Design regfile_dump, sky130hd; sources not shown.
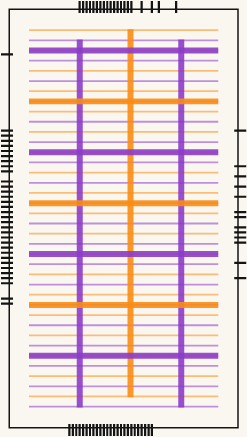
floorplan.png
Pins as bars on the die edge.
legend:
  VDD:
    color: orange
  VSS:
    color: purple
rows: 37
met4 straps: 3
signal pins: 91
met1 rails: 38
met5 straps: 7
Die Y: 111.5 um
core area: 0.005092 sq mm
Peak VDD IR: 0.8469 mV
chip width: 60.74 um

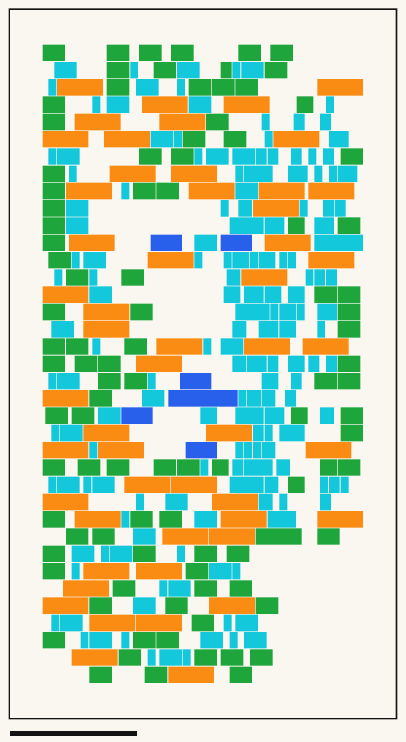
class_map.png
The bar under the picture is 20 um long.
legend:
  remaining buffers and delay cells:
    color: green
    cells: 97
  clock drivers and dummy loads:
    color: blue
    cells: 6
  registers:
    color: orange
    cells: 52
  remaining logic cells:
    color: cyan
    cells: 159
cell row count: 37
fraction of area in registers: 32.12%
post-layout util: 63.64%
final instance area: 0.003241 sq mm

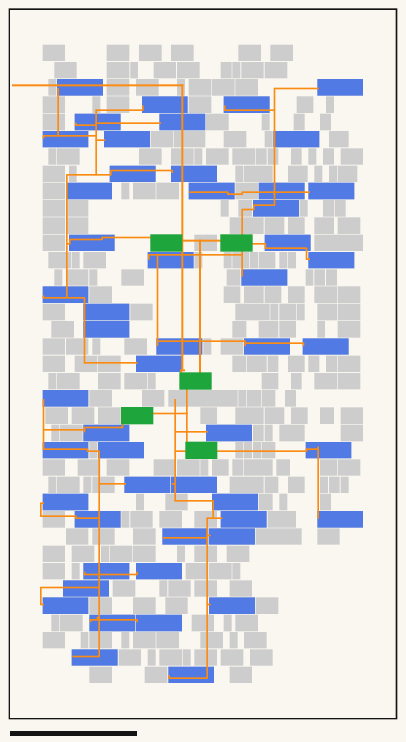
clock_wires.png
The bar under the picture is 20 um long.
legend:
  clock wires:
    color: orange
    length: 622 um
  flip-flops:
    color: blue
    count: 52
  clock-net drivers:
    color: green
    count: 5
routed clock nets: 6
flops lie: all over the die
clk_lat worst skew: 0.29 ns
clock power share: 17.1%
Clock Power: 0.000621 W
clock skew: 0.01102 ns

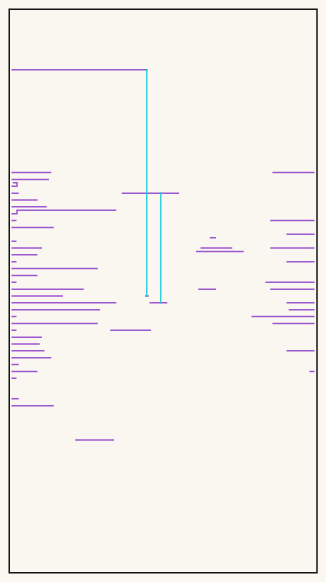
layers.png
Two of the layers only.
legend:
  M3:
    color: purple
    wire_length: 380 um
  M4:
    color: cyan
    wire_length: 66.6 um
vias: 1,905
WL final: 5761 um

==> impl_metrics.csv <==
group,metric,value,unit
yosys,syn_avg_cell_area,9.652,sq um
routing,avgViaCountPerCell,5.121,
routing,drc,0,
routing,met3_length,379,um
setup_path,reg2reg_depth,6,
setup_path,path_cells,"clkdlybuf4s50_1",
yosys,top_cells_by_count,"52 x dfxtp_1, 46 x nor2_1, 38 x mux2i_1",
outcome,status,"completed",
clocking,h-tree-depth,2,
floorplanning,fp_util,42.46,%
clocking,post_cts_buffers,0,
timing,period_used_share,90.91,%
final_layout,area_growth,49.88,%
global_routing,grt_pass1_wl,9487,um
routing,drt.antenna.violating_nets,0,
yosys,synthesis.area,0.002162,sq mm
timing,finalSetupViolCount,0,
yosys,largest_area_cell,"dfxtp_1",
final_layout,final_cell_count_no_fill,372,
yosys,ys_seq_share,48.15,%
timing,worst_slack,0.2000,ns
timing,finalMaxSlewViolations,0,
clocking,ctsRootBufferMaster,"clkbuf_8",
final_layout,layout_top_cells,"89 x clkdlybuf4s50_1, 52 x dfxtp_1, 46 x nor2_1",
hold_path,hold_path_class,"reg2reg",
final_layout,n_all_inverters,6,
setup_path,critPathBufInv,1,
setup_path,crit_path_end_kind,"primary output",
floorplanning,pin_count,91,
flow_run,warnings,29,
global_routing,grt_overflow,0,
yosys,edf_count,0,
timing,fin_crit,2.000,ns
timing,setup_tns,0,ns
placed_design,dp_slack,0.09539,ns
setup_path,slowest_stage,"clkdlybuf4s50_1",
placed_design,io_buffers,90,
final_layout,clockNetworkAreaShare,3.050,%
routing,topRoutingLayerUsed,"met4",
final_layout,comb-cell-share,32.24,%
routing,drt_iter0_drc,95,
final_layout,clock_buffers,5,
routing,met2WireLength,3246,um
final_layout,logic_gate_count,153,
setup_path,required,1.65,ns
routing,wl_per_cell,15.49,um
yosys,yosys-stat-cells,224,
setup_path,reg2reg_slack,0.31,ns
setup_path,arrival,1.45,ns
clocking,post_cts_resized,0,
clocking,cts_hold_buf,0,
final_layout,seq_area,0.001041,sq mm
global_routing,antenna_found_initial,0,
timing,maxSlewHeadroom,68.49,%
final_layout,nets,366,
placed_design,gp_congestion,0.7952,
placed_design,dp_cells,366,
yosys,yosys_register_bits,52,
setup_path,startpoint_type,"flip-flop",
flow_run,drv_cap,0,
setup_path,path_delay_family,"buffers and inverters",
timing,holdWs,0.4758,ns
clocking,ctsLongestPathBuffers,2,
global_routing,grt_max_degree,39,
final_layout,largestClassByArea,"combinational gates",
final_layout,largest_register_ffs,32,
setup_path,crit_type,"reg2out",
final_layout,final-comb-area,0.001045,sq mm
yosys,synthCells,224,
global_routing,gr-max-usage-layer,"met2",
pwr,p_total,0.003623,W
final_layout,n_all_buffers,97,
setup_path,max_stage_delay,0.66,ns
final_layout,fillers,435,
setup_path,critPathMaxFanout,7,
global_routing,grt_pass1_vias,2011,
placed_design,dp_hpwl,4352,um
global_routing,use_met3,4.640,%
setup_path,path_depth,1,
global_routing,track_usage,17.97,%
timing,finalHoldViolCount,0,
floorplanning,die_area,0.006770,sq mm
clocking,cts_inserted_buffers,5,
yosys,synth.area.top_cells,"dfxtp_1 48%, mux2i_1 18%, nor2_1 8.0%",
timing,fmax,500.0,MHz
yosys,syn-num-nets,275,
global_routing,grt_util_met1,19.25,%
final_layout,final_layout_size_suffix_gt1_share,6.688,%
final_layout,layout_top_cell,"clkdlybuf4s50_1",
==> cell families after synthesis <==
| kind of cell | Yosys count | synth area share [%] |
|---|---|---|
| buf+inv | 19 | 3.646 |
| mux | 39 | 18.29 |
| flops | 52 | 48.15 |
| compound gates | 24 | 7.581 |
| simple gates | 80 | 17.42 |
| xor+xnor | 5 | 2.025 |
| fa+ha+maj | 5 | 2.894 |
==> report_power, final <==
group / leakage, nW / internal, W / total, W / switching (W)
logic: 0.796 / 0.000835 / 0.00170 / 0.000861
clock network: 0.0501 / 0.000327 / 0.000621 / 0.000294
registers: 0.425 / 0.00115 / 0.00131 / 0.000160
total: 1.27 / 0.00231 / 0.00362 / 0.00131
Power figures rest on the tool's default switching activity, not on a simulated workload.
